**Run 1: floorplan with the power grid**

Scale bar: 20 microns. Pins as bars on the die edge.
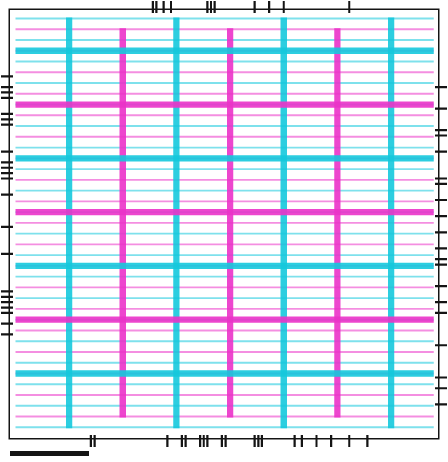
**Run 1: placed cells, one color a class**

Scale bar: 20 microns.
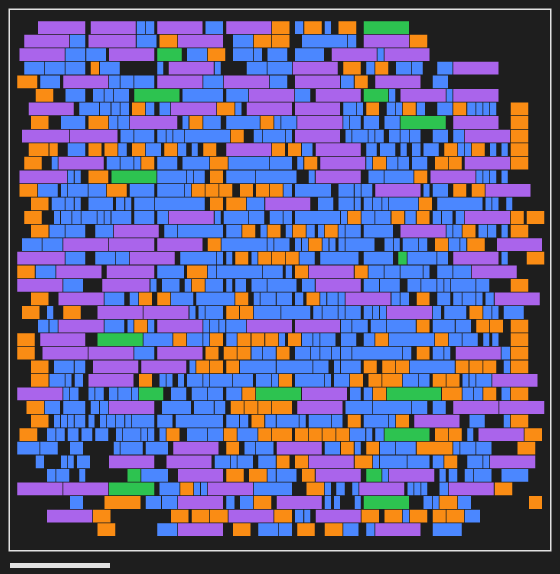
**Run 1: clock network drawn from the DEF**

Scale bar: 20 microns.
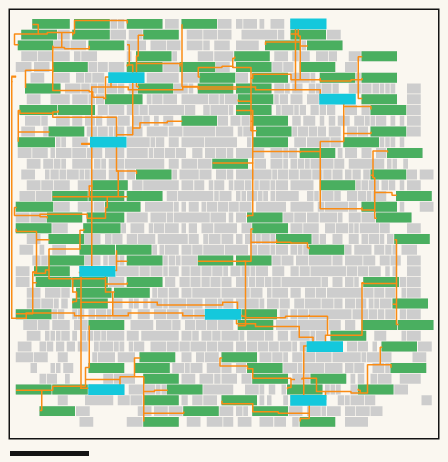
--- src/rtl/score_material_seq_if.sv ---
// Handshake, board-read and value-table bus of the sequential material evaluator.
// The slave modport is the evaluator; the master side is the controller plus board store.
interface score_material_seq_if #(
  parameter int SQUARES = 64,
  parameter int LANES   = 1,
  parameter int VAL_W   = 4,
  parameter int SCORE_W = 16
);
  localparam int ADDR_W = ((SQUARES / LANES) > 1) ? $clog2(SQUARES / LANES) : 1;

  logic                 start;
  logic                 busy;
  logic                 done;
  logic                 rd_en;
  logic [ADDR_W-1:0]    rd_addr;
  logic [4*LANES-1:0]   rd_data;
  logic                 val_we;
  logic [2:0]           val_idx;
  logic [VAL_W-1:0]     val_data;
  logic [SCORE_W-1:0]   score;
  logic [SCORE_W-1:0]   white_mat;
  logic [SCORE_W-1:0]   black_mat;

  modport slave (
    input  start, rd_data, val_we, val_idx, val_data,
    output busy, done, rd_en, rd_addr, score, white_mat, black_mat
  );

  modport master (
    output start, rd_data, val_we, val_idx, val_data,
    input  busy, done, rd_en, rd_addr, score, white_mat, black_mat
  );
endinterface

--- src/rtl/score_material_seq.sv ---
// Sequential material evaluator: streams the board LANES squares per cycle from the
// board RAM and accumulates white/black material using a programmable piece-value table.
module score_material_seq #(
  parameter int SQUARES = 64,
  parameter int LANES   = 1,
  parameter int VAL_W   = 4,
  parameter int SCORE_W = 16
) (
  input  logic                       clk,
  input  logic                       rst_n,
  score_material_seq_if.slave        bus
);
  localparam int N      = SQUARES / LANES;
  localparam int ADDR_W = (N > 1) ? $clog2(N) : 1;
  localparam logic [ADDR_W-1:0] LAST_ADDR = ADDR_W'(N - 1);

  typedef enum logic [1:0] {S_IDLE, S_SCAN, S_DRAIN, S_DONE} state_t;

  state_t              r_state;
  state_t              w_next;
  logic [ADDR_W-1:0]   r_addr;
  logic [SCORE_W-1:0]  r_acc_white;
  logic [SCORE_W-1:0]  r_acc_black;
  logic [SCORE_W-1:0]  r_white;
  logic [SCORE_W-1:0]  r_black;
  logic [SCORE_W-1:0]  r_score;
  logic [VAL_W-1:0]    r_val [1:6];

  logic                w_busy;
  logic                w_done;
  logic                w_rd_en;
  logic                w_accum;
  logic [3:0]          w_sq;
  logic [VAL_W-1:0]    w_piece_val;
  logic [SCORE_W-1:0]  w_lane_white;
  logic [SCORE_W-1:0]  w_lane_black;
  logic [SCORE_W-1:0]  w_white_total;
  logic [SCORE_W-1:0]  w_black_total;

  always_ff @(posedge clk or negedge rst_n) begin
    if (!rst_n) r_state <= S_IDLE;
    else        r_state <= w_next;
  end

  // Read data lags the address by one cycle, so the first SCAN cycle has nothing to add.
  always_comb begin
    w_next  = r_state;
    w_busy  = 1'b1;
    w_done  = 1'b0;
    w_rd_en = 1'b0;
    w_accum = 1'b0;
    case (r_state)
      S_IDLE: begin
        w_busy = 1'b0;
        if (bus.start) w_next = S_SCAN;
      end
      S_SCAN: begin
        w_rd_en = 1'b1;
        w_accum = (r_addr != '0);
        if (r_addr == LAST_ADDR) w_next = S_DRAIN;
      end
      S_DRAIN: begin
        w_accum = 1'b1;
        w_next  = S_DONE;
      end
      S_DONE: begin
        w_done = 1'b1;
        w_next = S_IDLE;
      end
      default: w_next = S_IDLE;
    endcase
  end

  always_comb begin
    w_lane_white = '0;
    w_lane_black = '0;
    w_sq         = '0;
    w_piece_val  = '0;
    for (int l = 0; l < LANES; l++) begin
      w_sq = bus.rd_data[4*l +: 4];
      case (w_sq[2:0])
        3'd1, 3'd2, 3'd3, 3'd4, 3'd5, 3'd6: w_piece_val = r_val[w_sq[2:0]];
        default:                            w_piece_val = '0;
      endcase
      if (w_sq[3]) w_lane_black = w_lane_black + SCORE_W'(w_piece_val);
      else         w_lane_white = w_lane_white + SCORE_W'(w_piece_val);
    end
  end

  assign w_white_total = r_acc_white + w_lane_white;
  assign w_black_total = r_acc_black + w_lane_black;

  // Results are registered on the DRAIN->DONE edge so they are already valid while done is high.
  always_ff @(posedge clk or negedge rst_n) begin
    if (!rst_n) begin
      r_addr      <= '0;
      r_acc_white <= '0;
      r_acc_black <= '0;
      r_white     <= '0;
      r_black     <= '0;
      r_score     <= '0;
      r_val[1]    <= VAL_W'(1);
      r_val[2]    <= VAL_W'(3);
      r_val[3]    <= VAL_W'(3);
      r_val[4]    <= VAL_W'(5);
      r_val[5]    <= VAL_W'(10);
      r_val[6]    <= VAL_W'(0);
    end else begin
      if (w_accum) begin
        r_acc_white <= w_white_total;
        r_acc_black <= w_black_total;
      end
      case (r_state)
        S_IDLE: begin
          if (bus.start) begin
            r_addr      <= '0;
            r_acc_white <= '0;
            r_acc_black <= '0;
          end
          if (bus.val_we && bus.val_idx != 3'd0 && bus.val_idx != 3'd7)
            r_val[bus.val_idx] <= bus.val_data;
        end
        S_SCAN: begin
          r_addr <= (r_addr == LAST_ADDR) ? '0 : r_addr + 1'b1;
        end
        S_DRAIN: begin
          r_white <= w_white_total;
          r_black <= w_black_total;
          r_score <= w_white_total - w_black_total;
        end
        default: ;
      endcase
    end
  end

  assign bus.busy      = w_busy;
  assign bus.done      = w_done;
  assign bus.rd_en     = w_rd_en;
  assign bus.rd_addr   = r_addr;
  assign bus.score     = r_score;
  assign bus.white_mat = r_white;
  assign bus.black_mat = r_black;
endmodule

--- src/flat_wrapper.sv ---
// flat-port wrapper written by rule: the top's interface ports become plain ports
module score_material_seq_flat 
#(
  parameter int SQUARES = 64,
  parameter int LANES   = 1,
  parameter int VAL_W   = 4,
  parameter int SCORE_W = 16
)
  (clk, rst_n, bus_start, bus_rd_data, bus_val_we, bus_val_idx, bus_val_data, bus_busy, bus_done, bus_rd_en, bus_rd_addr, bus_score, bus_white_mat, bus_black_mat);
  score_material_seq_if #(.SQUARES(SQUARES), .LANES(LANES), .VAL_W(VAL_W), .SCORE_W(SCORE_W)) bus_i ();
  input  logic clk;
  input  logic rst_n;
  input wire logic [$bits(bus_i.start)-1:0] bus_start;
  input wire logic [$bits(bus_i.rd_data)-1:0] bus_rd_data;
  input wire logic [$bits(bus_i.val_we)-1:0] bus_val_we;
  input wire logic [$bits(bus_i.val_idx)-1:0] bus_val_idx;
  input wire logic [$bits(bus_i.val_data)-1:0] bus_val_data;
  output wire logic [$bits(bus_i.busy)-1:0] bus_busy;
  output wire logic [$bits(bus_i.done)-1:0] bus_done;
  output wire logic [$bits(bus_i.rd_en)-1:0] bus_rd_en;
  output wire logic [$bits(bus_i.rd_addr)-1:0] bus_rd_addr;
  output wire logic [$bits(bus_i.score)-1:0] bus_score;
  output wire logic [$bits(bus_i.white_mat)-1:0] bus_white_mat;
  output wire logic [$bits(bus_i.black_mat)-1:0] bus_black_mat;
  assign bus_i.start = bus_start;
  assign bus_i.rd_data = bus_rd_data;
  assign bus_i.val_we = bus_val_we;
  assign bus_i.val_idx = bus_val_idx;
  assign bus_i.val_data = bus_val_data;
  assign bus_busy = bus_i.busy;
  assign bus_done = bus_i.done;
  assign bus_rd_en = bus_i.rd_en;
  assign bus_rd_addr = bus_i.rd_addr;
  assign bus_score = bus_i.score;
  assign bus_white_mat = bus_i.white_mat;
  assign bus_black_mat = bus_i.black_mat;
  score_material_seq #(.SQUARES(SQUARES), .LANES(LANES), .VAL_W(VAL_W), .SCORE_W(SCORE_W)) u_core (.clk(clk), .rst_n(rst_n), .bus(bus_i));
endmodule
--- config.mk ---
export PLATFORM = sky130hd
export DESIGN_NAME = score_material_seq_flat
export DESIGN_NICKNAME = d
export VERILOG_FILES = /design/src/rtl/score_material_seq_if.sv /design/src/rtl/score_material_seq.sv /design/src/flat_wrapper.sv
export SDC_FILE = /design/constraint.sdc
export NUM_CORES = 1
export LEC_CHECK = 0
export CORE_UTILIZATION = 57
export DETAILED_ROUTE_END_ITERATION = 7
export HOLD_SLACK_MARGIN = 0.05
export MAX_ROUTING_LAYER = met4
export PLACE_DENSITY = 0.81
export REMOVE_ABC_BUFFERS = 1
export SLEW_MARGIN = 30
export SYNTH_ARGS = -nofsm -noshare
export SYNTH_HDL_FRONTEND = slang
export SYNTH_SLANG_ARGS = --single-unit
export TNS_END_PERCENT = 100
--- constraint.sdc ---
create_clock -name clk -period 4.5 [get_ports clk]
set_input_delay 1.125 -clock clk [delete_from_list [all_inputs] [get_ports clk]]
set_output_delay 1.125 -clock clk [all_outputs]
set_load 0.02 [all_outputs]
==> design notes, run 1 <==
The count of flip-flops with a built-in enable after synthesis was 0. The setup slack of the critical path after layout was -198.1 ps; the first-pass GRT wire length was 27,830 microns. The H-tree depth came out at 3. The number of instances on the worst hold path is 2. Kind of critical path: input port to flop. Setup repair after global routing could not meet its margin everywhere. The final reports fail on negative setup slack. The number of clock buffers added by TritonCTS is 9. The highest attainable clock frequency was 212.9 MHz.

Per the run report, area growth between synthesis and finish was 42.33%. Excluding fillers, the count of instances in the completed layout stands at 991. The area share of the leading cell type in the synthesized netlist was 0.4007. The post-synthesis share of cell area spent on and-or and or-and gates is 0.1309. The flow ran to the end, but the final reports show violations.

In the final timing run, aggregate negative setup slack is -1230 ps. In this run the power spent charging and discharging nets is 2.699 mW. The proportion of synthesized area in mux cells is 0.09239. The fraction of power consumed by combinational cells is 0.615, and the total of endpoints with negative setup slack in the final report is 10. Number of placed cells counting well taps: 943. The timing report shows the most common cell along the critical path to be sky130_fd_sc_hd__nor2b_4. Measured along the x axis, the die boundary spans 108.2 microns. Beginning of the worst hold path: u_core.bus.score[7]$_DFFE_PN0P_. Summing over every cut layer, the via total after detailed routing is 6,152. The met3 track demand over resource is 0.04882, and the final estimated routing congestion in global placement is 0.9500. The run gives 4.08 mW as the combinational gate power. Looking at the group totals, the largest power group turns out to be combinational logic.

Detailed routing placed a total of 1234 microns of wire on met3.
-- 'floorplan with the power grid' (at the start) --
legend:
  VDD:
    color: magenta
  VSS:
    color: cyan
met5 straps: 7
signal pins: 72
met1 rails: 39
met4 straps: 7
die height: 108.2 microns
Std-Cell Core Area: 10,940 sq um

-- 'placed cells, one color a class' (at the start) --
legend:
  other buffers and delay cells:
    color: orange
    cells: 204
    share_of_their_area: 20%
  clock drivers and dummy loads:
    color: green
    cells: 16
    share_of_their_area: 3.5%
  flip-flops:
    color: purple
    cells: 112
    share_of_their_area: 31%
  all other logic:
    color: blue
    cells: 519
    share_of_their_area: 46%
final non-filler cell area: 9155 sq um
post-layout util: 0.8372

-- 'clock network drawn from the DEF' (at the start) --
legend:
  clock wires:
    color: orange
    length: 1,450 microns
  flip-flops:
    color: green
    count: 112
  cells driving clock nets:
    color: cyan
    count: 9
flops lie: spread over the die
source-to-sink clock delay at the later pin of the worst-skew pair: 370 ps
Power Clock: 863 uW

[run 1: registers in the layout, summed over array words and instances (netlist names)]
signal / flops
u_core.bus.score: 16
u_core.bus.rd_addr: 6
u_core.bus.black_mat: 16
u_core.r_val: 24
u_core.r_acc_white: 16
u_core.bus.white_mat: 16
u_core.r_acc_black: 16
u_core.r_state: 2
[run 1: area by class of cell]
cell class,instances,area [sq um]
multi-input cells,500,4014
flip-flops and latches,112,2814
fillers,551,1780
repair buffers,204,1760
clock buffers,12,266.5
well taps,140,175.2
inverters,19,73.82
clock inverters,4,51.30
[run 1: tightest hold or removal path, cell delays in order, from the launching register on]
cell and delay (ps):
sky130_fd_sc_hd__dfrtp_1 360, sky130_fd_sc_hd__nand2_1 60, sky130_fd_sc_hd__o41ai_1 50
**Run 1: metal layers overlaid**

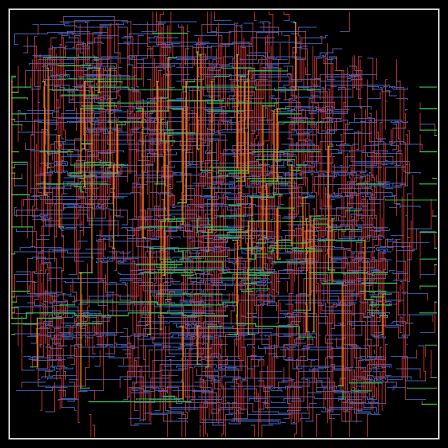

==> run 2, diff against run 1 <==
--- a/config.mk
+++ b/config.mk
@@ -5,11 +5,11 @@
 export SDC_FILE = /design/constraint.sdc
 export NUM_CORES = 1
 export LEC_CHECK = 0
-export CORE_UTILIZATION = 57
+export CORE_UTILIZATION = 48
 export DETAILED_ROUTE_END_ITERATION = 7
 export HOLD_SLACK_MARGIN = 0.05
 export MAX_ROUTING_LAYER = met4
-export PLACE_DENSITY = 0.81
+export PLACE_DENSITY = 0.7
 export REMOVE_ABC_BUFFERS = 1
 export SLEW_MARGIN = 30
 export SYNTH_ARGS = -nofsm -noshare
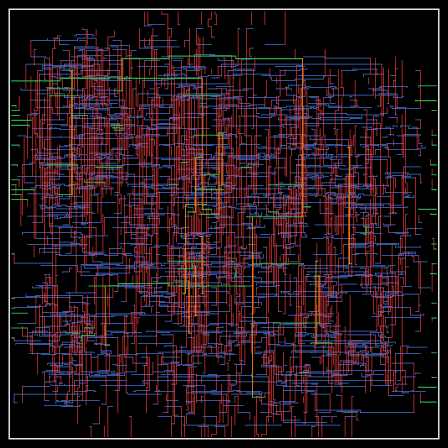
**Above:** run 2 (metal layers overlaid).
legend:
  met3:
    color: green
    wire_length: 464 microns
  met4:
    color: orange
    wire_length: 375 microns
  met2:
    color: red
    wire_length: 8,910 microns
  met1:
    color: blue
    wire_length: 6,900 microns
aggregate routed wire length: 16,650 microns
post-detailed-route wirelength per cell: 16.40 microns

==> run 2 against run 1 <==
Net effect:
- the flow now finishes without violations
- fmax rose by 5.0%
- first-iteration DRC count decreased by 46%
- total power decreased by 8.8%
- sequential power about the same
- largest cell class unchanged
- core utilization down 14 points
- routed wire length decreased by 18%
- global-route usage is 7.5 points lower
- sequential cell count did not move
- count of clock-buffer cells in the layout fell by 3
- synthesized cell count is the same
- area after synthesis unchanged
- die size is 18% higher
==> design notes, run 2 <==
With the total negative slack at 0 ps, the H-tree depth is 3. The run gives 24 for the number of flip-flops under the largest register name. The class occupying the most area after layout is reported as logic gates. After filler insertion, the fill cell instance count of the layout stands at 976.

The final instance area came out at 8930 sq um. There are 112 flip-flops and latches. Beginning of the worst hold path: u_core.bus.score[13]$_DFFE_PN0P_. Summed over all nets, the switching power comes to 2.435 mW.

The logs give 26,790 microns for the first-pass GRT wire length and 9 for the total clock buffers created by CTS. The worst hold path was traced through 2 stages. The run gives 9 as the number of clock buffer instances in the layout. The power report lists the clock group at 816 uW. The run gives 12,820 sq um for the core outline area. After detailed placement, the design holds a cell count of 980. Per report_power, the Combinational row totals 3.55 mW. The run finished with clean final reports.

The highest attainable clock frequency was 223.5 MHz; the layout inverter count without the clock tree was 19. The layout has 196 buffers outside the clock class. The sequential share of cell area came out at 0.3151. Yosys mapped a number of flops with a built-in enable equal to 0.
[run 2: metal layers]
| layer | track usage | part of all wire | vias to the layer above |
|---|---|---|---|
| met4 | 0.09696 | 0.022 | 0 |
| met5 | - | 0 | - |
| li1 | - | - | 2654 |
| met2 | 0.4243 | 0.54 | 127 |
| met3 | 0.04506 | 0.028 | 36 |
| met1 | 0.2844 | 0.41 | 2750 |
[run 2: tightest hold or removal path, delay by kind of cell (launching register included)]
kind	cells	cell delay, ps
DFF	1	350
and+or+nand+nor	1	60
AOI/OAI and AO/OA	1	50
[run 2: what timing repair did]
action	4_1_cts	5_1_grt
pin swaps	20	38
resized	45	56
cloned	1	0
buffers inserted	10	9
endpoints found under the setup margin	12	9
Power and IR drop assume default switching activity.
